met3.png
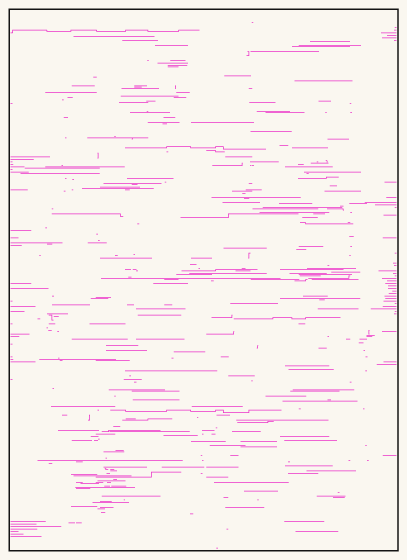
met2.png
Scale bar: 50 µm.
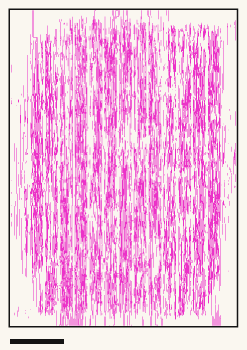
final_clocks.png
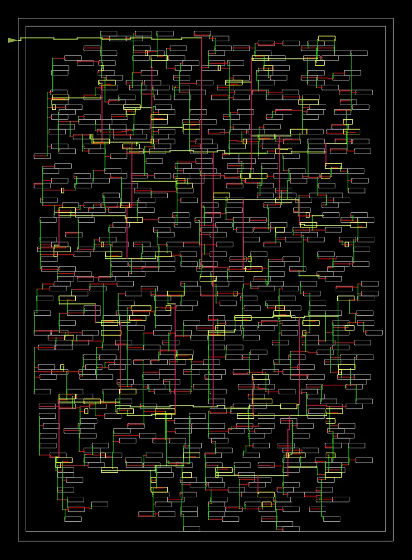
metal_stack.png
Scale bar: 50 µm. Only two layers are drawn.
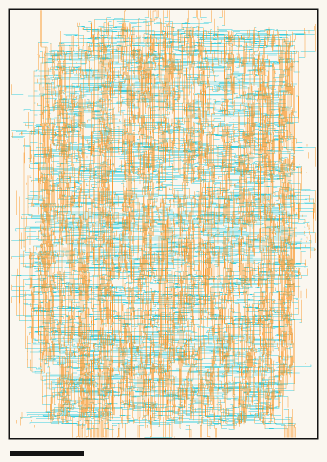
### config.mk
export PLATFORM = sky130hd
export DESIGN_NAME = reg_file_mp
export DESIGN_NICKNAME = d
export VERILOG_FILES = /design/src/rtl/reg_file_mp.sv
export SDC_FILE = /design/constraint.sdc
export NUM_CORES = 1
export LEC_CHECK = 0
export ABC_CLOCK_PERIOD_IN_PS = 23800
export CAP_MARGIN = 20
export CORE_AREA = 4 4 204 286
export CTS_CLUSTER_SIZE = 24
export DETAILED_ROUTE_END_ITERATION = 10
export DIE_AREA = 0 0 208 290
export PLACE_DENSITY_LB_ADDON = 0.15
export SLEW_MARGIN = 20
export SYNTH_ARGS = -nofsm -noshare
export SYNTH_HDL_FRONTEND = slang
export SYNTH_SLANG_ARGS = --single-unit
export TNS_END_PERCENT = 30
### constraint.sdc
create_clock -name clk -period 23.8 [get_ports clk]
set_clock_uncertainty 0.15 [all_clocks]
set_input_delay 3.57 -clock clk [delete_from_list [all_inputs] [get_ports clk]]
set_output_delay 3.57 -clock clk [all_outputs]
set_load 0.05 [all_outputs]
### src/rtl/reg_file_mp.sv
// Multi-read-port register file with one write port and a per-register busy scoreboard.
// Optional write-first forwarding on read/write collisions: define REG_FILE_BYPASS_EN.
module reg_file_mp #(
    parameter int DATA_W = 32,
    parameter int ADDR_W = 4,
    parameter int NUM_RD = 2,
    localparam int DEPTH = 2 ** ADDR_W
) (
    input  logic                     clk,
    input  logic                     rst,
    input  logic [NUM_RD-1:0]        rd_en,
    input  logic [NUM_RD*ADDR_W-1:0] rd_addr,
    output logic [NUM_RD*DATA_W-1:0] rd_data,
    output logic [NUM_RD-1:0]        rd_valid,
    output logic [NUM_RD-1:0]        rd_busy,
    input  logic                     wr_en,
    input  logic [ADDR_W-1:0]        wr_addr,
    input  logic [DATA_W-1:0]        wr_data,
    input  logic                     rsv_en,
    input  logic [ADDR_W-1:0]        rsv_addr,
    output logic [DEPTH-1:0]         busy_vec,
    output logic                     rsv_err
);

    logic [DATA_W-1:0] mem_reg [DEPTH];
    logic [DEPTH-1:0]  busy_reg;
    logic [DEPTH-1:0]  busy_next;
    logic              rsv_err_reg;
    logic              rsv_err_next;
    logic              wr_clears_rsv;

    // Register array is fully reset, so it maps to flops rather than block RAM.
    always_ff @(posedge clk or posedge rst) begin
        if (rst) begin
            for (int r = 0; r < DEPTH; r++) begin
                mem_reg[r] <= '0;
            end
        end else if (wr_en) begin
            mem_reg[wr_addr] <= wr_data;
        end
    end

    assign wr_clears_rsv = wr_en && (wr_addr == rsv_addr);

    // Reserve is applied after the write clear, so a new producer wins over a retiring one.
    always_comb begin
        busy_next = busy_reg;
        if (wr_en) begin
            busy_next[wr_addr] = 1'b0;
        end
        if (rsv_en) begin
            busy_next[rsv_addr] = 1'b1;
        end
        rsv_err_next = rsv_en && busy_reg[rsv_addr] && !wr_clears_rsv;
    end

    always_ff @(posedge clk or posedge rst) begin
        if (rst) begin
            busy_reg    <= '0;
            rsv_err_reg <= 1'b0;
        end else begin
            busy_reg    <= busy_next;
            rsv_err_reg <= rsv_err_next;
        end
    end

    assign busy_vec = busy_reg;
    assign rsv_err  = rsv_err_reg;

    generate
        for (genvar gi = 0; gi < NUM_RD; gi++) begin : g_rd_port
            logic [ADDR_W-1:0] port_addr;
            logic [DATA_W-1:0] rd_data_reg;
            logic [DATA_W-1:0] rd_data_next;
            logic              rd_busy_reg;
            logic              rd_busy_next;
            logic              rd_valid_reg;
            logic              bypass_hit;

            assign port_addr = rd_addr[gi*ADDR_W +: ADDR_W];

`ifdef REG_FILE_BYPASS_EN
            assign bypass_hit = wr_en && (wr_addr == port_addr);
`else
            assign bypass_hit = 1'b0;
`endif

            // Without forwarding, reads see the pre-edge contents and busy bit.
            always_comb begin
                rd_data_next = rd_data_reg;
                rd_busy_next = rd_busy_reg;
                if (rd_en[gi]) begin
                    if (bypass_hit) begin
                        rd_data_next = wr_data;
                        rd_busy_next = rsv_en && (rsv_addr == wr_addr);
                    end else begin
                        rd_data_next = mem_reg[port_addr];
                        rd_busy_next = busy_reg[port_addr];
                    end
                end
            end

            always_ff @(posedge clk or posedge rst) begin
                if (rst) begin
                    rd_data_reg  <= '0;
                    rd_busy_reg  <= 1'b0;
                    rd_valid_reg <= 1'b0;
                end else begin
                    rd_data_reg  <= rd_data_next;
                    rd_busy_reg  <= rd_busy_next;
                    rd_valid_reg <= rd_en[gi];
                end
            end

            assign rd_data[gi*DATA_W +: DATA_W] = rd_data_reg;
            assign rd_busy[gi]                  = rd_busy_reg;
            assign rd_valid[gi]                 = rd_valid_reg;
        end
    endgenerate

endmodule

==> metrics.yaml <==
drc: 0
max_stage_delay_ns: 0.85
drtPass1Iterations: 5
yosysWarnings: 0
antenna_found_initial: 2
synth.most_common_cell: "dfrtp_1"
ys_cells: 1922
clk_pin_slew_ns: 0.06
cellInternalPower_uw: 2260
hp-class: "reg -> reg"
die_w_um: 208
finalCriticalPeriod_ns: 6.05
met3_usage_pct: 4.08
hold_violations: 0
die_area_um2: 60300
yosys.area.top_type: "dfrtp_1"
outcome: "finished clean"
cap_violations: 0
grt_pass1_vias: 20000
total_power_uw: 3170
rsz0062_at_grt: "no"
p_clk_share_pct: 29.7
swShare_pct: 28.8
grt_max_degree: 134
syn-cell-area_um2: 30400
gp_congestion: 0.792
seq_power_share_pct: 44.9
cp_slowest_cell: "nor2b_4"
ff_type: "dfrtp_1"
cts_tree: "built"
p_per_area_nw_per_um2: 93.2
tool_warnings: 30
p_sw_uw: 913
vias_per_cell: 6.70
grt_pass1_wl_mm: 126
endpoint_kind: "register"
arrival_ns: 6.39
period_used_pct: 25.4
cts_resized: 0
post_cts_buffers: 0
die_y_um: 290
largest_reg_flops: 512
ios: 139
area_delta_synth_final_pct: 11.9
About met3.png:
- share of all routed wire: 5.9%
- nets with wire on the layer: 170
- wire length on this layer: 4,830 µm

About met2.png:
- main direction: vertical
- nets with wire on the layer: 1,885
- wire length on this layer: 42.1 mm
- share of all routed wire: 51%
grt met2 use: 47.1%
WL final: 82.4 mm

About final_clocks.png:
Insertion Delay late pin: 0.61 ns
seq_cells: 597
Clock Power: 941 µW
CTS Buf Count: 56
Clock Sink Count: 597

About metal_stack.png:
- cyan: met1 (wire length 32.7 mm)
- orange: met2 (wire length 42.1 mm)
WL/cell: 30.1 µm
via count: 18,400

==> worst paths after layout <==
check | from | end | slack [ns] | cells past startpoint
min in group asynchronous | rst | busy_vec[2] | 3.43 | 2
worst max-delay path | wr_en | mem_reg[392] | 17.75 | 5
worst max register to register | mem_reg[88] | g_rd_port[1].rd_data_reg[24] | 22.07 | 4
worst min-delay path | mem_reg[223] | mem_reg[223] | 0.37 | 1
max in group asynchronous | rst | mem_reg[233] | 17.82 | 4
worst min register to register | mem_reg[223] | mem_reg[223] | 0.37 | 1
==> through the flow <==
| step | worst slack (ns) | util (%) | hold slack (ns) | area (µm²) | std cells |
|---|---|---|---|---|---|
| final | 17.75 | 60.8 | 0.373 | 34000 | 2738 |
| after global placement | 16.83 | 57.3 | 0.350 | 32000 | 2632 |
| after floorplan | 3.37 | - | 0.341 | 30400 | 1922 |
| after global routing | 17.40 | 60.8 | 0.387 | 34000 | 2738 |
| after CTS | 17.38 | 60.7 | 0.376 | 34000 | 2735 |
| after detailed placement | 16.72 | 57.3 | 0.359 | 32000 | 2632 |
==> worst max-delay path, delay by kind of cell <==
kind / cells / cell delay (ns)
simple gates: 2 / 1.32
buf+inv: 2 / 1.09
mux: 1 / 0.39
==> kinds of logic (layout without fill, tap and decap cells) <==
logic type | count (synthesis) | after routing | synth area share, %
other | 0 | 1 | 0
DFF | 597 | 597 | 49.2
AOI/OAI and AO/OA | 225 | 225 | 4.36
xor gates and xnor gates | 4 | 4 | 0.115
muxes | 847 | 847 | 42.0
and+or+nand+nor | 47 | 47 | 0.836
buffers and inverters | 202 | 282 | 3.52
==> power by group through the flow <==
| stage | clock network (µW) | logic, µW | registers [µW] |
|---|---|---|---|
| after CTS | 959 | 812 | 1420 |
| after global routing | 997 | 859 | 1460 |
| after floorplan | 0 | 539 | 1480 |
| final | 941 | 806 | 1430 |
| after detailed placement | 0 | 809 | 1440 |
| after global placement | 0 | 792 | 1420 |
==> metal layers <==
layer | share of wire, % | up-vias | wire (µm)
met5 | 0.016 | - | 13
met4 | 3.2 | 2 | 2660
met3 | 5.9 | 165 | 4830
met2 | 51 | 628 | 42100
met1 | 40 | 9992 | 32700
li1 | - | 7566 | -
==> layout make-up <==
type	instances	area, µm²	share of cell area, %
clock buffer	83	1690	4.98
timing repair buffer	175	1720	5.06
inverter	4	22.5	0.0662
clock inverter	20	235	0.691
sequential	597	14900	43.9
tap	735	920	2.70
multi-input combinational	1123	14500	42.6
antenna	1	2.50	0.00736
==> cells in the final DEF (no fill, tap or decap), types with 18 or more instances in the layout <==
| master | netlist | final |
|---|---|---|
| a21oi_1 | 66 | 66 |
| mux2_2 | 520 | 520 |
| clkdlybuf4s50_1 | 0 | 130 |
| dfrtp_1 | 597 | 597 |
| o22ai_1 | 132 | 132 |
| clkbuf_16 | 0 | 57 |
| mux4_2 | 268 | 268 |
| o21ai_0 | 18 | 18 |
| mux2_4 | 58 | 58 |
| buf_4 | 32 | 33 |
Power figures rest on the tool's default switching activity, not on a simulated workload.
